===== src/rtl/spi_rx_fifo.sv =====
// spi_rx_fifo: byte FIFO that sits behind spi_master and re-presents received words
// on a first-word-fall-through read port.
//
// Ports:
//   clock, reset_n  rising-edge clock, asynchronous active-low reset
//   in, put         write data and one-cycle write strobe
//   full            registered, FIFO holds 2^ORDER words
//   out             head word, forced to 0 while empty (combinational from rp/empty)
//   get, empty      read strobe (consumes head on the edge), registered empty flag
//   level           registered word count, 0..2^ORDER
//   overflow        sticky, set when a put is dropped because the FIFO is full
module spi_rx_fifo #(
  parameter int unsigned W     = 8,
  parameter int unsigned ORDER = 4
) (
  input  logic             clock,
  input  logic             reset_n,
  input  logic [W-1:0]     in,
  input  logic             put,
  output logic             full,
  output logic [W-1:0]     out,
  input  logic             get,
  output logic             empty,
  output logic [ORDER:0]   level,
  output logic             overflow
);

  localparam int unsigned Depth = 2 ** ORDER;

  logic [W-1:0]     mem_q [Depth];
  logic [ORDER-1:0] wp_q, wp_d;
  logic [ORDER-1:0] rp_q, rp_d;
  logic [ORDER:0]   level_q, level_d;
  logic             empty_q, empty_d;
  logic             full_q, full_d;
  logic             overflow_q, overflow_d;
  logic             do_put, do_get;

  // Accept/consume decisions use only registered flags, so put/get never reach the
  // status outputs combinationally.
  always_comb begin
    do_put     = put & ~full_q;
    do_get     = get & ~empty_q;
    wp_d       = wp_q;
    rp_d       = rp_q;
    level_d    = level_q;
    overflow_d = overflow_q | (put & full_q);

    if (do_put) wp_d = wp_q + ORDER'(1);
    if (do_get) rp_d = rp_q + ORDER'(1);

    unique case ({do_put, do_get})
      2'b10:   level_d = level_q + (ORDER + 1)'(1);
      2'b01:   level_d = level_q - (ORDER + 1)'(1);
      default: level_d = level_q;
    endcase

    empty_d = (level_d == '0);
    // level only reaches 2^ORDER when the top bit is set.
    full_d  = level_d[ORDER];
  end

  always_ff @(posedge clock or negedge reset_n) begin
    if (!reset_n) begin
      wp_q       <= '0;
      rp_q       <= '0;
      level_q    <= '0;
      empty_q    <= 1'b1;
      full_q     <= 1'b0;
      overflow_q <= 1'b0;
    end else begin
      wp_q       <= wp_d;
      rp_q       <= rp_d;
      level_q    <= level_d;
      empty_q    <= empty_d;
      full_q     <= full_d;
      overflow_q <= overflow_d;
    end
  end

  // Storage is not reset; stale contents stay hidden because out is masked while empty.
  always_ff @(posedge clock) begin
    if (do_put) mem_q[wp_q] <= in;
  end

  assign out      = empty_q ? '0 : mem_q[rp_q];
  assign full     = full_q;
  assign empty    = empty_q;
  assign level    = level_q;
  assign overflow = overflow_q;

endmodule


===== config.mk =====
export PLATFORM = sky130hd
export DESIGN_NAME = spi_rx_fifo
export DESIGN_NICKNAME = d
export VERILOG_FILES = /design/src/rtl/spi_rx_fifo.sv
export SDC_FILE = /design/constraint.sdc
export NUM_CORES = 1
export LEC_CHECK = 0
export ABC_AREA = 1
export CAP_MARGIN = 5
export CORE_AREA = 2 2 118 109
export DETAILED_ROUTE_END_ITERATION = 12
export DIE_AREA = 0 0 120 111
export PLACE_DENSITY = 0.67
export REMOVE_ABC_BUFFERS = 1
export SLEW_MARGIN = 20
export SYNTH_ARGS = -nofsm -noshare
export SYNTH_HDL_FRONTEND = slang
export SYNTH_SLANG_ARGS = --single-unit

===== constraint.sdc =====
create_clock -name clock -period 3.8 [get_ports clock]
set_clock_uncertainty 0.15 [all_clocks]
set_input_delay 0.38 -clock clock [delete_from_list [all_inputs] [get_ports clock]]
set_output_delay 0.38 -clock clock [all_outputs]
set_load 0.02 [all_outputs]

==> changes_impl.md, run 1 <==
### Physical design

- Outcome: complete, no violations
- Compound Share, Synth: 0.127
- VDD IR max: 0.496 mV
- Comb/total area: 0.217
- Tool warnings: 28
- Worst slew pin tran: 1.03 ns
- CP startpoint kind: flip-flop
- Crit path max fanout: 32
- Post-CTS resize count: 0
- Max-cap violations: 0
- Logic pwr share: 0.362
- Setup TNS: 0 ns
- Main flop type: edfxtp_1
- CTS Buffer Depth: 2
- Mux area share: 0
- Largest net degree at the start of global routing: 65
- Crit path max-delay family: buffers and inverters
- Fill cell count: 984
- Nets: 509
- Dominant logic cell type in the layout: edfxtp_1
- Drt first pass iters: 5
- Clock network fraction of total power: 0.273
- Area contributors post-synth: edfxtp_1, dfrtp_1, o21ai_0
- Sw Ratio: 0.377
- Max Fclk: 275 MHz
- Max-slew violations: 0
- Required @ worst endpoint: 3.27 ns
- Combinational group power: 2.04 mW
- Die span in x: 120 um
- CTS buffer count: 17
- Critical Path End: out[1]
- Post-synthesis cell type count: 31
- Vias in the first global route: 3732
- Post-synth EDFFs: 128
- Critical path's slowest cell: dfrtp_1
- Synth async-reset ratio: 0.105
- Cells along the critical path: inv_1, buf_4, o21ai_0, o221ai_1, o211ai_1, a21oi_1, clkdlybuf4s50_1
- Top Layout Cells: edfxtp_1, nor2_1, o21ai_0
- Pwr dens: 825 nW/um2
- Synth top cell by count: edfxtp_1
- N_taps: 164
- Post-cts hold buffer count: 0
- Cell-internal power: 3.52 mW
- Worst Setup SP: rp_q[1]
- Crit-path max cell delay: 0.76 ns
- Post-Syn Area: 5910 um2
- IO Port Bufs: 27
- Max-area cell share: 0.650
- FF-to-FF path depth: 12
- Syn Area/Cell: 12.8 um2
- Hold Crit Class: in2async
- Final setup vio count: 0
- Flop area: 4220 um2
- Root Buffer: clkbuf_16
- Leading cell kind: registers
- Crit Reg-Reg Endpoint: empty
- Proportion of final cell area spent on non-clock buffers: 0.0460
- WHS: 0.237 ns
- Initial antenna violation count: 0
- Post-Synth XOR/XNOR Area: 0.0104
- Gr busiest metal: met2
- Post-synth seq share: 0.714
- Fraction of layout cells with a size suffix above 1: 0.0974
- Register-to-register setup slack: 1.42 ns
- Top power group: registers
- Class of the most critical setup path: reg2out
- RSZ-0062 raised after global routing: false
- Met3 routed WL: 968 um
-- run 1: per-stage QoR --
| step | utilization | instance area (um2) | power [mW] | setup slack, ns |
|---|---|---|---|---|
| 2_1_floorplan | - | 5790 | 3.29 | 1.01 |
| 3_3_place_gp | 0.515 | 6310 | 4.06 | 0.770 |
| 3_5_place_dp | 0.515 | 6310 | 4.11 | 0.725 |
| 4_1_cts | 0.560 | 6860 | 5.66 | 0.247 |
| 5_1_grt | 0.560 | 6860 | 5.95 | 0.0432 |
| 6_report | 0.560 | 6860 | 5.65 | 0.162 |
-- run 1: registers in the layout (all words and copies together) (netlist names) --
name and cells:
full 1, wp_q 4, empty 1, level 4, mem_q 128, rp_q 4, overflow 1
Run 1, clock routing:
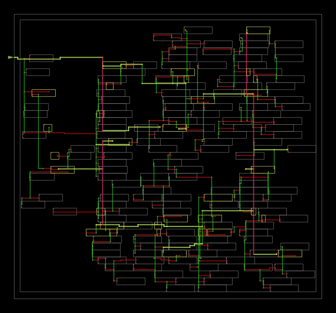
flop count: 143
Clock Latency Late Sink: 0.43 ns
Clk. pwr: 1.54 mW
clock tree sinks: 143
CLK BUF: 19

Run 1, signal metal coverage by tile:
Scale bar: 20 um. 24 x 22 tiles, from dark blue (low) to red (high), scaled to the fullest tile. Values are wire area over tile area, all layers added.
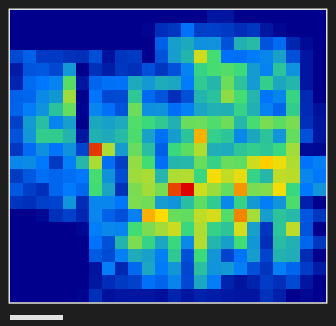
emptiest ninth of the die = bottom left
densest ninth of the die = middle
nearly empty tiles = 20%
fullest tile = 0.62
tiles over half the peak = 16%
mean over tiles = 0.16
total track usage: 0.211
Vias: 3837

Run 1, metal 1:
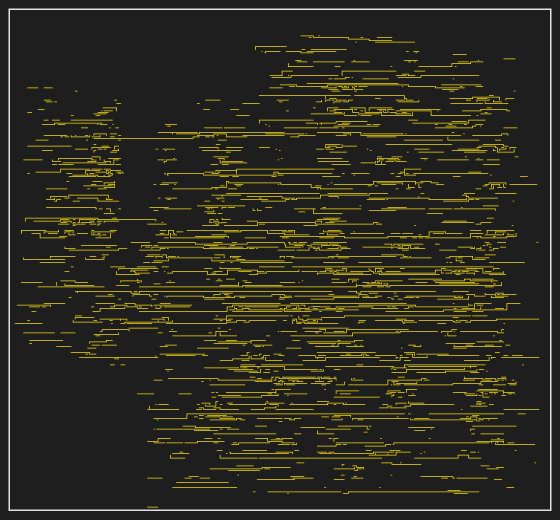
nets with wire on the layer = 462
longest straight run = 48.3 um
main direction = horizontal
share of all routed wire = 41%
met1 Use GR: 0.267
DRT Wirelength: 13300 um

==> inputs of run 2 (changes only) <==
--- a/config.mk
+++ b/config.mk
@@ -6,6 +6,7 @@
 export NUM_CORES = 1
 export LEC_CHECK = 0
 export ABC_AREA = 1
+export ABC_CLOCK_PERIOD_IN_PS = 3800
 export CAP_MARGIN = 5
 export CORE_AREA = 2 2 118 109
 export DETAILED_ROUTE_END_ITERATION = 12
Run 2, signal metal coverage by tile:
Scale bar: 20 um. 24 x 22 tiles, from dark blue (low) to red (high), scaled to the fullest tile. Values are wire area over tile area, all layers added.
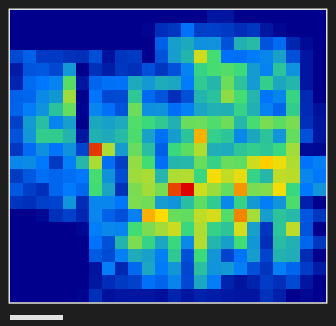
Avg WL per Cell: 20.0 um

==> run 2 against run 1 <==
  * Flip-flop count unchanged
  * Sequential share of layout area is the same
  * Critical path depth unchanged
  * Final area unchanged
  * Final cell count unchanged
  * Core utilization is the same
  * Combinational power is essentially flat
  * Global-route usage stayed put
  * Synthesized cell count unchanged
  * Count of clock-buffer cells in the layout did not move
  * Non-clock buffer count is the same
  * Critical path type unchanged
==> changes_impl.md, run 2 <==
### Physical design

- Outcome: complete, no violations
- Crit path max fanout: 32
- Tool warnings: 28
- Cell-internal power: 3.52 mW
- Class of the most critical setup path: reg2out
- Flop count: 143
- Initial antenna violation count: 0
- Max-cap violations: 0
- Area after DPL: 6310 um2
- DP Worst Slack: 0.725 ns
- Post-cts hold buffer count: 0
- DRT Wirelength: 13300 um
- Post-Syn Area: 5910 um2
- Top Layout Cells: edfxtp_1, nor2_1, o21ai_0
- Logic pwr share: 0.362
- Clock Latency Late Sink: 0.43 ns
- Met3 routed WL: 968 um
- Critical path's slowest cell: dfrtp_1
- Crit-path max cell delay: 0.76 ns
- RSZ-0062 raised after global routing: false
- Synth async-reset ratio: 0.105
- Combinational group power: 2.04 mW
- WHS: 0.237 ns
- Fin area: 6860 um2
- Root Buffer: clkbuf_16
- Clock tree sinks: 143
- Post-synthesis cell type count: 31
- Max Fclk: 275 MHz
- Biggest register: mem_q
- Setup TNS: 0 ns
- Worst setup margin: 0.162 ns
- Largest register FFs: 128
- Flop area: 4220 um2
- Post-synth EDFFs: 128
- Comb/total area: 0.217
- Drt first pass iters: 5
- Sw Ratio: 0.377
- CTS Buffer Depth: 2
- Synth top cell by count: edfxtp_1
- Pwr dens: 825 nW/um2
- Post-synth seq share: 0.714
- Nets: 509
- Finished Core Util: 0.560
- CP startpoint kind: flip-flop
- Gr busiest metal: met2
- Dominant logic cell type in the layout: edfxtp_1
- Hold Crit Class: in2async
- Fill cell count: 984
- Required @ worst endpoint: 3.27 ns
- Cells along the critical path: inv_1, buf_4, o21ai_0, o221ai_1, o211ai_1, a21oi_1, clkdlybuf4s50_1
- VDD IR max: 0.496 mV
- Syn Area/Cell: 12.8 um2
- Total track usage: 0.211
- Max-slew violations: 0
- Vias: 3837
Run 2, clock routing:
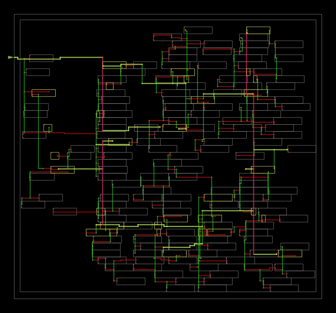
CTS buffer count: 17

run 2: cell counts in the layout (fill, tap and decap cells not counted):
Identical to the previous run, type by type.
run 2: worst paths after layout:
check / startpoint / end / slack [ns] / cells past startpoint
setup / recovery: rp_q[1] / out[1] / 0.16 / 7
hold / removal: reset_n / level[0] / 0.24 / 1
setup reg to reg: empty / empty / 1.42 / 12
hold reg to reg: overflow / overflow / 0.32 / 1
max in group asynchronous: reset_n / rp_q[0] / 2.74 / 1
min in group clock: overflow / overflow / 0.32 / 1
run 2: logic make-up (layout without fill, tap and decap cells):
kind of cell	count (synthesis)	in the layout	synth area share
xor gates and xnor gates	7	7	0.0104
buffers and inverters	47	87	0.0347
and+or+nand+nor	134	134	0.0989
adders and majority gates	7	7	0.0148
DFF	143	143	0.714
AOI/OAI and AO/OA	125	125	0.127
Power figures rest on the tool's default switching activity, not on a simulated workload.
